===== src/rtl/mgt01_mul_scheduler.sv =====
// Round-robin front end for the shared iterative Booth radix-4 multiplier.
// Launches one op, gates the multiplier clock enable, returns the result.
module mgt01_mul_scheduler #(
  parameter int XLEN     = 32,
  parameter int NREQ     = 2,
  parameter int MUL_ITER = 16
) (
  input  logic              clk_i,
  input  logic              rst_n_i,
  input  logic              flush_i,
  input  logic [NREQ-1:0]   req_valid_i,
  output logic [NREQ-1:0]   req_ready_o,
  input  logic [NREQ*XLEN-1:0] req_a_i,
  input  logic [NREQ*XLEN-1:0] req_b_i,
  output logic [NREQ-1:0]   rsp_valid_o,
  input  logic [NREQ-1:0]   rsp_ready_i,
  output logic [XLEN-1:0]   rsp_result_o,
  output logic              busy_o,
  output logic              err_o,
  output logic [XLEN-1:0]   mul_multiplier_o,
  output logic [XLEN-1:0]   mul_multiplicand_o,
  output logic              mul_clk_en_o,
  input  logic [XLEN-1:0]   mul_result_i,
  input  logic              mul_valid_i
);

  localparam int PW = (NREQ > 1) ? $clog2(NREQ) : 1;
  localparam int CW = $clog2(MUL_ITER + 2);

  typedef enum logic [1:0] {
    S_IDLE,
    S_CALC,
    S_RESP,
    S_DRAIN
  } state_t;

  state_t          r_state, w_state_nxt;
  logic [PW-1:0]   r_ptr, r_owner;
  logic [CW-1:0]   r_cnt, w_cnt_nxt;
  logic [XLEN-1:0] r_result;
  logic            r_err, w_err_nxt;
  logic            w_launch, w_cap, w_clk_en;

  logic [2*NREQ-1:0] w_dbl;
  logic [PW-1:0]     w_off, w_gnt, w_ptr_nxt;
  logic [PW:0]       w_sum, w_p1;
  logic [XLEN-1:0]   w_a, w_b;

  // rotate valids so bit 0 is the requester at the pointer
  assign w_dbl = {req_valid_i, req_valid_i} >> r_ptr;

  // lowest set rotated bit wins, mapped back to a requester index
  always_comb begin
    w_off = '0;
    for (int i = NREQ - 1; i >= 0; i--) begin
      if (w_dbl[i]) w_off = PW'(i);
    end
    w_sum = {1'b0, r_ptr} + {1'b0, w_off};
    if (w_sum >= (PW+1)'(NREQ)) w_gnt = PW'(w_sum - (PW+1)'(NREQ));
    else                        w_gnt = w_sum[PW-1:0];
    w_p1 = {1'b0, w_gnt} + (PW+1)'(1);
    if (w_p1 == (PW+1)'(NREQ)) w_ptr_nxt = '0;
    else                       w_ptr_nxt = w_p1[PW-1:0];
  end

  // operand mux for the granted requester
  always_comb begin
    w_a = '0;
    w_b = '0;
    for (int n = 0; n < NREQ; n++) begin
      if (w_gnt == PW'(n)) begin
        w_a = req_a_i[n*XLEN +: XLEN];
        w_b = req_b_i[n*XLEN +: XLEN];
      end
    end
  end

  // next state, iteration watchdog and multiplier clock enable
  always_comb begin
    w_state_nxt = r_state;
    w_cnt_nxt   = r_cnt;
    w_err_nxt   = r_err;
    w_launch    = 1'b0;
    w_cap       = 1'b0;
    w_clk_en    = 1'b0;
    unique case (r_state)
      S_IDLE: begin
        if (mul_valid_i && !flush_i && |req_valid_i) begin
          w_launch    = 1'b1;
          w_clk_en    = 1'b1;
          w_cnt_nxt   = '0;
          w_state_nxt = S_CALC;
        end
      end
      S_CALC: begin
        w_clk_en = ~mul_valid_i;
        if (!mul_valid_i) w_cnt_nxt = r_cnt + CW'(1);
        if (flush_i) begin
          w_state_nxt = S_DRAIN;
        end else if (mul_valid_i) begin
          w_cap       = 1'b1;
          w_state_nxt = S_RESP;
        end else if (w_cnt_nxt == CW'(MUL_ITER + 1)) begin
          w_err_nxt   = 1'b1;
          w_cap       = 1'b1;
          w_state_nxt = S_RESP;
        end
      end
      S_RESP: begin
        if (flush_i || rsp_ready_i[r_owner]) w_state_nxt = S_IDLE;
      end
      S_DRAIN: begin
        w_clk_en = ~mul_valid_i;
        if (mul_valid_i) w_state_nxt = S_IDLE;
      end
      default: w_state_nxt = S_IDLE;
    endcase
  end

  // state, pointer, owner, counter, result and sticky error
  always_ff @(posedge clk_i or negedge rst_n_i) begin
    if (!rst_n_i) begin
      r_state  <= S_IDLE;
      r_ptr    <= '0;
      r_owner  <= '0;
      r_cnt    <= '0;
      r_result <= '0;
      r_err    <= 1'b0;
    end else begin
      r_state <= w_state_nxt;
      r_cnt   <= w_cnt_nxt;
      r_err   <= w_err_nxt;
      if (w_launch) begin
        r_ptr   <= w_ptr_nxt;
        r_owner <= w_gnt;
      end
      if (w_cap) r_result <= mul_result_i;
    end
  end

  assign req_ready_o        = NREQ'(w_launch) << w_gnt;
  assign mul_multiplier_o   = w_launch ? w_a : '0;
  assign mul_multiplicand_o = w_launch ? w_b : '0;
  assign mul_clk_en_o       = w_clk_en;
  assign rsp_valid_o        = NREQ'(r_state == S_RESP) << r_owner;
  assign rsp_result_o       = (r_state == S_RESP) ? r_result : '0;
  assign busy_o             = (r_state != S_IDLE);
  assign err_o              = r_err;

  a_rdy_oh: assert property (@(posedge clk_i) disable iff (!rst_n_i)
    $onehot0(req_ready_o));
  a_rsp_oh: assert property (@(posedge clk_i) disable iff (!rst_n_i)
    $onehot0(rsp_valid_o));

  for (genvar n = 0; n < NREQ; n++) begin : g_hold
    a_hold: assert property (@(posedge clk_i) disable iff (!rst_n_i)
      (req_valid_i[n] && !req_ready_o[n]) |=>
      (req_valid_i[n] &&
       $stable(req_a_i[n*XLEN +: XLEN]) &&
       $stable(req_b_i[n*XLEN +: XLEN])));
  end

endmodule

===== config.mk =====
export PLATFORM = sky130hd
export DESIGN_NAME = mgt01_mul_scheduler
export DESIGN_NICKNAME = d
export VERILOG_FILES = /design/src/rtl/mgt01_mul_scheduler.sv
export SDC_FILE = /design/constraint.sdc
export NUM_CORES = 1
export LEC_CHECK = 0
export CORE_AREA = 8 8 120 122
export CTS_CLUSTER_SIZE = 16
export DETAILED_ROUTE_END_ITERATION = 8
export DIE_AREA = 0 0 128 130
export GPL_TIMING_DRIVEN = 0
export PLACE_DENSITY = 0.78
export RECOVER_POWER = 100
export SLEW_MARGIN = 0
export SYNTH_ARGS = -nofsm -noshare
export SYNTH_HDL_FRONTEND = slang
export SYNTH_SLANG_ARGS = --single-unit

===== constraint.sdc =====
create_clock -name clk_i -period 2.3 [get_ports clk_i]
set_input_delay 0.23 -clock clk_i [delete_from_list [all_inputs] [get_ports clk_i]]
set_output_delay 0.23 -clock clk_i [all_outputs]
set_load 0.02 [all_outputs]

==> run_1/gate_families.png <==
Scale: 3 px per um.
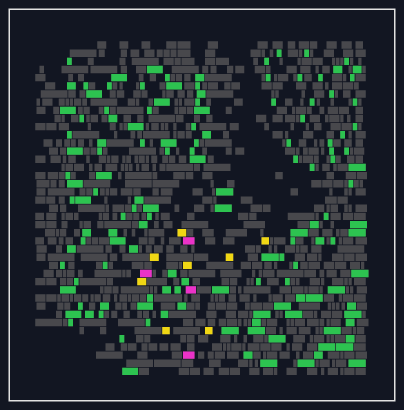
- green: inverting AOI/OAI gates (cells 138; most used o21ai_0; where all over the die)
- magenta: multiplexers (cells 4; most used mux2_2)
- yellow: AND-OR and OR-AND gates (cells 8; most used a22o_1)
Final Non-Filler Cells: 1,083
most numerous logic cell after layout: clkdlybuf4s50_1
Comb area share: 41.02%

==> run_1/port_nets.png <==
Scale: 4 px per um.
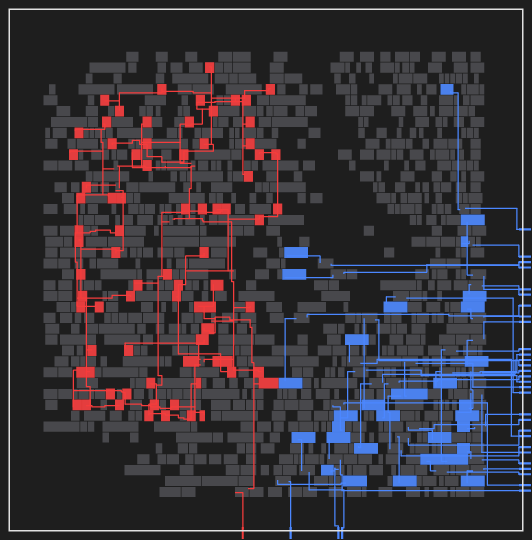
- blue: `mul_multiplicand_o` (bits 32; direction output; end cells 32; buffers 32; wire 1,260 um)
- red: `mul_valid_i` (bits 1; direction input; end cells 77; buffers 9; wire 906 um)
input/output buffers: 270
IO Pins: 271

==> run_1/final_clocks.png <==
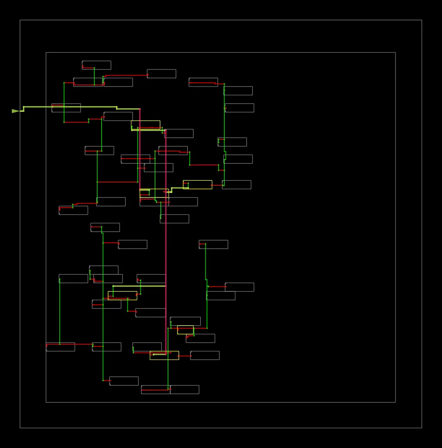
flip-flops: 42
P_clk: 0.730 mW
Final Skew: 0.01069 ns

==> results_slide.txt, run 1 <==
Synthesis and Place & Route Summary

Outcome
  – Status: finished, violations left
  – Failing checks: negative setup slack

Critical path
  – Critical Path AT: 2.15 ns
  – Worst-path cell chain: or2_4 > or4b_4 > buf_12 > clkbuf_16 > a21oi_2 > buf_6
  – Crit-path max FO: 8
  – WP depth: 6
  – Crit path required time: 2.07 ns
  – Max incr delay on CP: 0.60 ns
  – Critical path origin: r_state[1]$_DFFE_PN0P_
  – R2R Setup Slk: 0.05 ns
  – CP Capture Point: mul_multiplicand_o[27]
  – Crit end category: primary output
  – Reg2reg path depth: 8
  – Startpoint types: register
  – Crit Path Category: register to primary output
  – Critical R2R Capture: r_result[22]$_DFFE_PN0P_
  – CP max-delay cell: or4b_4

Layout
  – Multi-input gate count: 503
  – Signal inverters: 2
  – NonClk Buf Share: 41.02%
  – Nets@finish: 1,078
  – Diodes inserted: 3
  – Utilization after layout: 63.81%
  – Area Growth Syn to Fin: 92.31%
  – Largest registers: r_result (32), r_cnt (5), r_state (2)
  – Logic area: 3249 um^2
  – Layout cells sized above 1: 21.81%
  – Max reg flops: 32
  – Top reg by flops: r_result
  – Clock-cell share of area: 1.753%
  – Finished Cell Area: 7921 um^2

Power and ir drop
  – Logic pwr share: 72.5%
  – P_comb: 4.74 mW
  – Pwr top: combinational logic
  – Pwr/cell area: 824.7 nW/um^2
  – Net Switching: 3.088 mW
  – P_int: 3.445 mW
  – Clk pwr share: 11.2%
  – Peak VDD IR: 642.0 uV
  – Tot Pwr: 6.533 mW
  – LEAKAGE: 3.226 nW
  – Register share of total power: 16.3%
  – Switching share of power: 47.27%

Yosys
  – Avg Synthesized Cell Area: 6.708 um^2
  – Ys Warns: 0
  – Ys flop type: dfrtp_1
  – Post-synth ARST share: 100.0%
  – Mapped Cells: 614
  – Synth area leader: dfrtp_1
  – Mapped Nets: 783
  – Post-synth EDFFs: 0
  – Max-area cell share: 25.52%
  – Register share after synthesis: 25.52%
  – YS chip area: 4119 um^2
  – Most instantiated cells after synthesis: nand2_1, a21oi_1, clkbuf_1
  – Cell variety after synth: 42
  – Most numerous cell in the Yosys netlist: nand2_1

Routing
  – Vias per Instance: 5.433
  – Drt drc: 0
  – Via count: 5,884
  – DRT Pass-1 Iters: 5
  – Wirelength per Cell: 20.44 um
  – DR iter-0 viols: 419
  – Post-route ant nets: 0
  – Final WL: 22,140 um
  – Highest routed layer: met5

STA
  – Slew @ Worst Pin: 0.8762 ns
  – RSZ-0062 raised after global routing: yes
  – Final setup vio count: 33
  – Fin. max-slew vios: 0
  – Final Hold Fails: 0
  – Final worst hold slack: 0.4578 ns
  – Worst setup margin: -0.08189 ns
  – Setup TNS: -1.507 ns
  – Crit share post-route: 103.6%
  – Fmax: 419.8 MHz
  – Normalized max-slew margin: 41.59%

Clock tree
  – Num CTS Buffers: 5
  – H-tree levels: 2
  – Clock Sinks: 42
  – Late-Pin Clk Latency: 0.30 ns
  – # resized after CTS: 385
  – Clk root buf: clkbuf_16
  – Clk buf depth: 2
  – Hold buffers post-CTS: 1
  – Clock-pin slew on the worst setup and hold paths: 0.07 ns

GRT
  – First-pass GRT wire length: 30,980 um
  – Gr usage total: 23.72%
  – GRT Residual Overflow: 0
  – GR Util met2: 40.85%
  – Largest net degree at the start of global routing: 33
  – Global routing met3 resource utilization: 6.895%
  – Busiest layer in global routing: met2

Floorplan
  – Die Width: 128 um
  – Die extent in y: 130 um
  – Initial Utilization: 33.18%
  – Chip area: 16,640 um^2
  – Row cnt: 41

Hold path
  – Hold Crit Class: input pin to async pin

Place
  – Place WS: -0.8581 ns
  – Post-DP Area: 7052 um^2
  – Dpl cells: 1,057
  – DPL Wire Length: 16,450 um
  – GPL Wtd Cong: 0.9721

Flow run
  – Total of max-cap violations: 0
  – Tool warnings: 29
==> run 1: cell families after synthesis <==
group,share of synthesized area [%]
AND/OR/NAND/NOR,43.53
buffers and inverters,7.260
flip-flops,25.52
multiplexers,1.063
adder cells (fa/ha/maj),0.3037
AND-OR/OR-AND,21.90
XOR/XNOR,0.4254
==> run 1: cell usage in the layout, fill, tap and decap left out, types with 9 or more instances in the layout <==
master / instances
a21oi_2: 11
a221oi_2: 20
clkbuf_16: 9
a21oi_1: 29
or4_1: 33
nand3_1: 32
buf_6: 40
o21ai_0: 33
clkbuf_2: 15
buf_2: 10
dlygate4sd2_1: 25
clkdlybuf4s50_1: 171
and3_1: 32
nor2b_1: 34
and2_1: 33
a221oi_1: 12
clkbuf_1: 30
a21oi_4: 24
dfrtp_1: 40
buf_4: 42
nand2_1: 162
--- run 2 (diff from run 1) ---
CORE_AREA = 8 8 87 167   (was 8 8 120 122)
DIE_AREA = 0 0 95 175   (was 0 0 128 130)
==> run_2/final_clocks.png <==
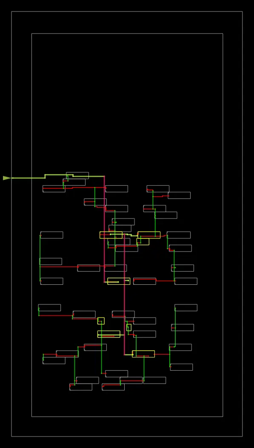
Clock Sinks: 42
Late-Pin Clk Latency: 0.29 ns
P_clk: 0.734 mW
Num CTS Buffers: 5

==> results_slide.txt, run 2 <==
Synthesis and Place & Route Summary

Outcome
  – Status: finished, violations left
  – Failing checks: negative setup slack

STA
  – Final setup vio count: 25 (-24%)
  – Fin. max-slew vios: 0 (unchanged)
  – Final Hold Fails: 0 (unchanged)
  – Setup TNS: -0.6596 ns (+0.8476 ns)
  – Normalized max-slew margin: 43.50% (+1.9 points)
  – Crit share post-route: 103.1% (-0.47 points)
  – Slew @ Worst Pin: 0.8475 ns (-0.02870 ns)
  – Final worst hold slack: 0.4612 ns (+0.003340 ns)
  – Fmax: 421.7 MHz (+0.45%)
  – Final Skew: 0.005364 ns (-0.005326 ns)
  – Worst setup margin: -0.07118 ns (+0.01072 ns)
  – RSZ-0062 raised after global routing: yes

Routing
  – Vias per Instance: 5.539 (+1.9%)
  – Post-route ant nets: 0 (unchanged)
  – DR iter-0 viols: 382 (-8.8%)
  – DRT Pass-1 Iters: 5 (unchanged)
  – Wirelength per Cell: 20.31 um (-0.67%)
  – Highest routed layer: met4
  – Via count: 5,849 (-0.59%)
  – Drt drc: 0 (unchanged)
  – Final WL: 21,440 um (-3.1%)

Layout
  – Logic area: 3146 um^2 (-3.2%)
  – Utilization after layout: 61.91% (-1.9 points)
  – Layout cells sized above 1: 21.08% (-0.72 points)
  – Top reg by flops: r_result
  – Most numerous logic cell after layout: clkdlybuf4s50_1
  – Diodes inserted: 0 (-3)
  – Max reg flops: 32 (unchanged)
  – Largest registers: r_result (32), r_cnt (5), r_state (2)
  – Most frequent cells in the layout: clkdlybuf4s50_1, nand2_1, buf_4, dfrtp_1, a21oi_1
  – Finished Cell Area: 7682 um^2 (-3.0%)
  – Area Growth Syn to Fin: 86.51%
  – Nets@finish: 1,074 (-0.37%)

Clock tree
  – # resized after CTS: 365 (-5.2%)
  – Hold buffers post-CTS: 1 (unchanged)
  – Clk root buf: clkbuf_16
  – Clock-pin slew on the worst setup and hold paths: 0.06 ns (about the same)
  – Clk buf depth: 2 (unchanged)
  – H-tree levels: 2 (unchanged)

Yosys
  – Ys cells: 614
  – Synth Area in Adders: 0.3038% (unchanged)
  – Compound-gate portion of the synthesized area: 21.90% (unchanged)
  – Register share after synthesis: 25.52% (unchanged)
  – Cell variety after synth: 42 (unchanged)
  – Max-area cell share: 25.52% (unchanged)
  – Most instantiated cells after synthesis: nand2_1, a21oi_1, clkbuf_1
  – Mapped Nets: 783 (unchanged)
  – Post-synth EDFFs: 0 (unchanged)
  – AND/OR/NAND/NOR Cells, Area Fraction: 43.53% (unchanged)
  – Ys Warns: 0 (unchanged)
  – Synth area leader: dfrtp_1
  – Post-synth ARST share: 100.0% (unchanged)
  – Avg Synthesized Cell Area: 6.708 um^2 (unchanged)
  – Post-Synth XOR/XNOR Area: 0.4253% (unchanged)
  – Largest family of logic cells by area: simple AND/OR/NAND/NOR gates
  – Ys flop type: dfrtp_1

Flow run
  – Total of max-cap violations: 0 (unchanged)
  – Tool warnings: 29 (unchanged)

GRT
  – Busiest layer in global routing: met2
  – Gr usage total: 23.65% (-0.071 points)
  – Global routing met3 resource utilization: 4.944% (-2.0 points)
  – GR Util met2: 40.26% (-0.59 points)
  – GRT Residual Overflow: 0 (unchanged)
  – Largest net degree at the start of global routing: 33 (unchanged)
  – First-pass GRT wire length: 31,270 um (+0.93%)

Critical path
  – Max incr delay on CP: 0.57 ns (-0.03 ns)
  – R2R Setup Slk: 0.04 ns (about the same)
  – Reg2reg path depth: 8 (unchanged)
  – Worst-path cell chain: or2_4 > or4b_4 > buf_12 > buf_8 > a21oi_4 > buf_6
  – Crit Path Category: register to primary output
  – Crit path required time: 2.07 ns (about the same)
  – CP max-delay cell: or4b_4
  – Critical Path AT: 2.14 ns (about the same)
  – Crit-path max FO: 7 (-1)
  – WP depth: 6 (unchanged)
  – Crit end category: primary output

Power and ir drop
  – P_int: 3.444 mW (about the same)
  – Pwr top: combinational logic
  – Clk pwr share: 11.4% (+0.2 points)
  – Tot Pwr: 6.466 mW (-1.0%)
  – Switching share of power: 46.74% (-0.53 points)
  – LEAKAGE: 3.309 nW (+2.5%)
  – Peak VDD IR: 642.9 uV (+0.15%)
  – Register share of total power: 16.7% (+0.4 points)
  – P_comb: 4.65 mW (-2%)
  – Net Switching: 3.022 mW (-2.1%)
  – Logic pwr share: 72.0% (-0.5 points)
  – Pwr/cell area: 841.7 nW/um^2 (+2.1%)

Floorplan
  – Initial Utilization: 33.19% (about the same)
  – Die Width: 95 um (-26%)
  – Die extent in y: 175 um (+35%)
  – Chip area: 16,630 um^2 (about the same)
  – IO Pins: 271 (unchanged)
  – Row cnt: 58 (+41%)

Place
  – Post-DP Area: 7024 um^2 (-0.39%)
  – Input/output buffers: 270 (unchanged)
  – GPL Wtd Cong: 0.9302 (-4.3%)
  – Place WS: -1.106 ns (-0.2480 ns)
  – Dpl cells: 1,035 (-2.1%)

Hold path
  – Hold Crit Class: register to register
## run 2: final cells by class
class,instances,area share [%]
sequential,42,13.70
inverter,2,0.09772
clock inverter,2,0.1629
buffer,65,5.342
timing repair buffer,286,35.50
multi-input combinational,503,40.94
clock buffer,6,1.808
tap,150,2.443
## run 2: worst paths after layout
kind,endpoint,start
worst max-delay path,mul_multiplicand_o[17],r_state[1]$_DFFE_PN0P_
worst min-delay path,err_o$_DFFE_PN0P_,err_o$_DFFE_PN0P_
worst max register to register,r_result[23]$_DFFE_PN0P_,r_cnt[0]$_DFFE_PN0P_
worst min register to register,err_o$_DFFE_PN0P_,err_o$_DFFE_PN0P_
max in group asynchronous,r_cnt[4]$_DFFE_PN0P_,rst_n_i
min in group asynchronous,r_result[31]$_DFFE_PN0P_,rst_n_i
--- run 3 (diff from run 2) ---
CORE_AREA = 8 8 84 161   (was 8 8 87 167)
DIE_AREA = 0 0 92 169   (was 0 0 95 175)
PLACE_DENSITY = 0.81   (was 0.78)
clock period = 2.6 ns   (was 2.3 ns; I/O delays follow)
==> run_3/metal_stack.png <==
Scale: 3 px per um.
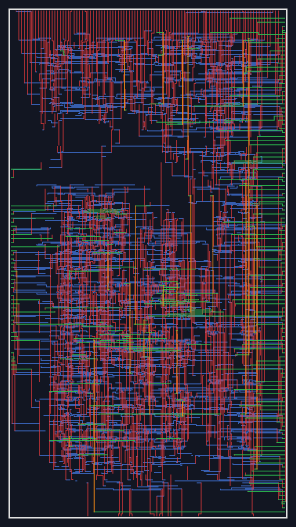
- green: met3 (wire length 1,920 um)
- orange: met4 (wire length 762 um)
- blue: met1 (wire length 8,150 um)
- red: met2 (wire length 11,000 um)
via count: 5,828
Wirelength per Cell: 21.01 um
gr usage total: 26.46%
final WL: 21,830 um

==> results_slide.txt, run 3 <==
Synthesis and Place & Route Summary

Outcome
  – Status: completed

Power and ir drop
  – Net Switching: 2.492 mW (-18%)
  – Peak VDD IR: 579.8 uV (-9.8%)
  – P_clk: 0.633 mW (-14%)
  – P_comb: 3.63 mW (-22%)
  – Switching share of power: 47.66% (+0.93 points)
  – LEAKAGE: 2.928 nW (-12%)
  – P_int: 2.736 mW (-21%)
  – Logic pwr share: 69.5% (-2.5 points)
  – Register share of total power: 18.4% (+1.7 points)
  – Tot Pwr: 5.228 mW (-19%)
  – Clk pwr share: 12.1% (+0.7 points)
  – Pwr top: combinational logic
  – Pwr/cell area: 746.3 nW/um^2 (-11%)

Flow run
  – Tool warnings: 26 (-10%)
  – Total of max-cap violations: 0 (unchanged)

Layout
  – NonClk Buf Share: 40.15% (-0.70 points)
  – Comb area share: 40.11% (-0.83 points)
  – Clock-cell share of area: 1.982% (+0.012 points)
  – Utilization after layout: 60.96% (-0.94 points)
  – Max reg flops: 32 (unchanged)
  – Layout cells sized above 1: 9.742% (-11 points)
  – Largest registers: r_result (32), r_cnt (5), r_state (2)
  – Diodes inserted: 1 (+1)
  – Finished Cell Area: 7005 um^2 (-8.8%)
  – Flip-flops: 42 (unchanged)
  – Signal inverters: 2 (unchanged)
  – Top class by area: non-clock buffers
  – Most numerous logic cell after layout: clkdlybuf4s50_1
  – Non-clk bufs: 340 (-3.1%)
  – Clkbuf count: 6 (unchanged)
  – Seq area share: 15.02% (+1.3 points)
  – Most frequent cells in the layout: clkdlybuf4s50_1, nand2_1, a21oi_1, clkbuf_1, dfrtp_1
  – Area Growth Syn to Fin: 70.08%
  – Nets@finish: 1,063 (-1.0%)
  – Multi-input gate count: 503 (unchanged)
  – Logic area: 2810 um^2 (-11%)
  – Top reg by flops: r_result

Clock tree
  – Late-Pin Clk Latency: 0.29 ns (about the same)
  – # resized after CTS: 184 (-50%)
  – Post-CTS Setup Repair Bufs: 2
  – Num CTS Buffers: 5 (unchanged)
  – Clk root buf: clkbuf_16
  – Clock-pin slew on the worst setup and hold paths: 0.06 ns (about the same)
  – H-tree levels: 2 (unchanged)
  – Clk buf depth: 2 (unchanged)
  – Hold buffers post-CTS: 1 (unchanged)
  – Clock Sinks: 42 (unchanged)

STA
  – Final Hold Fails: 0 (unchanged)
  – Final Skew: 0.005868 ns (+0.0005040 ns)
  – Fmax: 388.4 MHz
  – Fin. max-slew vios: 0 (unchanged)
  – Setup TNS: 0 ns (+0.6596 ns)
  – RSZ-0062 raised after global routing: no
  – Final setup vio count: 0 (-100%)
  – Crit share post-route: 99.04%
  – Worst setup margin: 0.02507 ns (+0.09625 ns)
  – Slew @ Worst Pin: 0.9695 ns (+0.1220 ns)
  – Final worst hold slack: 0.4937 ns (+0.03256 ns)
  – Fin crit period: 2.575 ns
  – Normalized max-slew margin: 35.37% (-8.1 points)

Yosys
  – Largest family of logic cells by area: simple AND/OR/NAND/NOR gates
  – Synth area leader: dfrtp_1
  – Ys cells: 614 (unchanged)
  – Mapped Cells: 614
  – Mapped cell area: 4119 um^2
  – Compound-gate portion of the synthesized area: 21.90% (unchanged)
  – Post-Synth XOR/XNOR Area: 0.4253% (unchanged)
  – Post-synth ARST share: 100.0% (unchanged)
  – Ys flop type: dfrtp_1
  – Ys Warns: 0 (unchanged)
  – Register share after synthesis: 25.52% (unchanged)
  – Post-synth EDFFs: 0 (unchanged)
  – AND/OR/NAND/NOR Cells, Area Fraction: 43.53% (unchanged)
  – Max-area cell share: 25.52% (unchanged)
  – Most instantiated cells after synthesis: nand2_1, a21oi_1, clkbuf_1
  – YS chip area: 4119 um^2
  – Cell variety after synth: 42 (unchanged)
  – Synth Area in Adders: 0.3038% (unchanged)
  – Avg Synthesized Cell Area: 6.708 um^2 (unchanged)
  – Mux cell area share: 1.063%
  – Mapped Nets: 783 (unchanged)

GRT
  – Number of global-route vias before repair: 5,688
  – Largest net degree at the start of global routing: 28 (-15%)
  – First-pass GRT wire length: 32,820 um (+5.0%)
  – GRT Residual Overflow: 0 (unchanged)

Floorplan
  – Chip area: 15,550 um^2 (-6.5%)
  – Die Width: 92 um (-3.2%)
  – Initial Utilization: 35.84% (+2.7 points)
  – IO Pins: 271 (unchanged)
  – Die extent in y: 169 um (-3.4%)
  – Core ar.: 11,490 um^2
  – Row cnt: 56 (-3.4%)
  – Tap Cells: 145 (-3.3%)

Critical path
  – Crit-path max FO: 10 (+3)
  – CP max-delay cell: clkdlybuf4s50_1
  – CP delay by family, top: buffers and inverters
  – Crit Path Category: register to primary output
  – Critical R2R Capture: r_result[25]$_DFFE_PN0P_
  – Critical Path AT: 2.31 ns (+0.17 ns)
  – CP Capture Point: rsp_result_o[12]
  – Crit path required time: 2.34 ns (+0.27 ns)
  – Crit end category: primary output
  – Critical path origin: r_state[0]$_DFFE_PN0P_
  – Worst-path cell chain: buf_2 > nor2b_4 > clkbuf_2 > and2_0 > clkdlybuf4s50_1
  – FF-to-FF Start: r_cnt[0]$_DFFE_PN0P_
  – WP depth: 5 (-1)
  – Max incr delay on CP: 0.67 ns (+0.10 ns)
  – R2R Setup Slk: 0.07 ns (+0.03 ns)
  – Reg2reg path depth: 8 (unchanged)

Place
  – Place WS: -0.7949 ns (+0.3112 ns)
  – GPL Wtd Cong: 0.9476 (+1.9%)
  – Input/output buffers: 270 (unchanged)
  – Post-DP Area: 7018 um^2 (about the same)
  – Dpl cells: 1,030 (-0.48%)
  – DPL Wire Length: 17,370 um

Hold path
  – Hold Path Sink: err_o$_DFFE_PN0P_
  – Hold Crit Class: register to register
  – Hold path start: err_o$_DFFE_PN0P_

Routing
  – DR iter-0 viols: 417 (+9.2%)
  – Vias per Instance: 5.609 (+1.3%)
  – Post-route ant nets: 0 (unchanged)
  – Drt drc: 0 (unchanged)
  – DRT Pass-1 Iters: 5 (unchanged)
## run 3: cell counts after synthesis
No cell type changed its count.
## run 3: routing by layer
layer | global-route usage [%] | up-vias | part of all wire [%]
met5 | 0 | - | 0
met4 | 6.921 | 0 | 3.5
met3 | 6.655 | 48 | 8.8
met2 | 48.03 | 334 | 50
met1 | 29.43 | 2720 | 37
li1 | - | 2726 | -
## run 3: logic make-up after synthesis
| group | count (synthesis) |
|---|---|
| compound gates | 146 |
| xor+xnor | 2 |
| fa+ha+maj | 1 |
| buf+inv | 69 |
| flops | 42 |
| mux | 4 |
| simple gates | 350 |
Power and IR drop assume default switching activity.
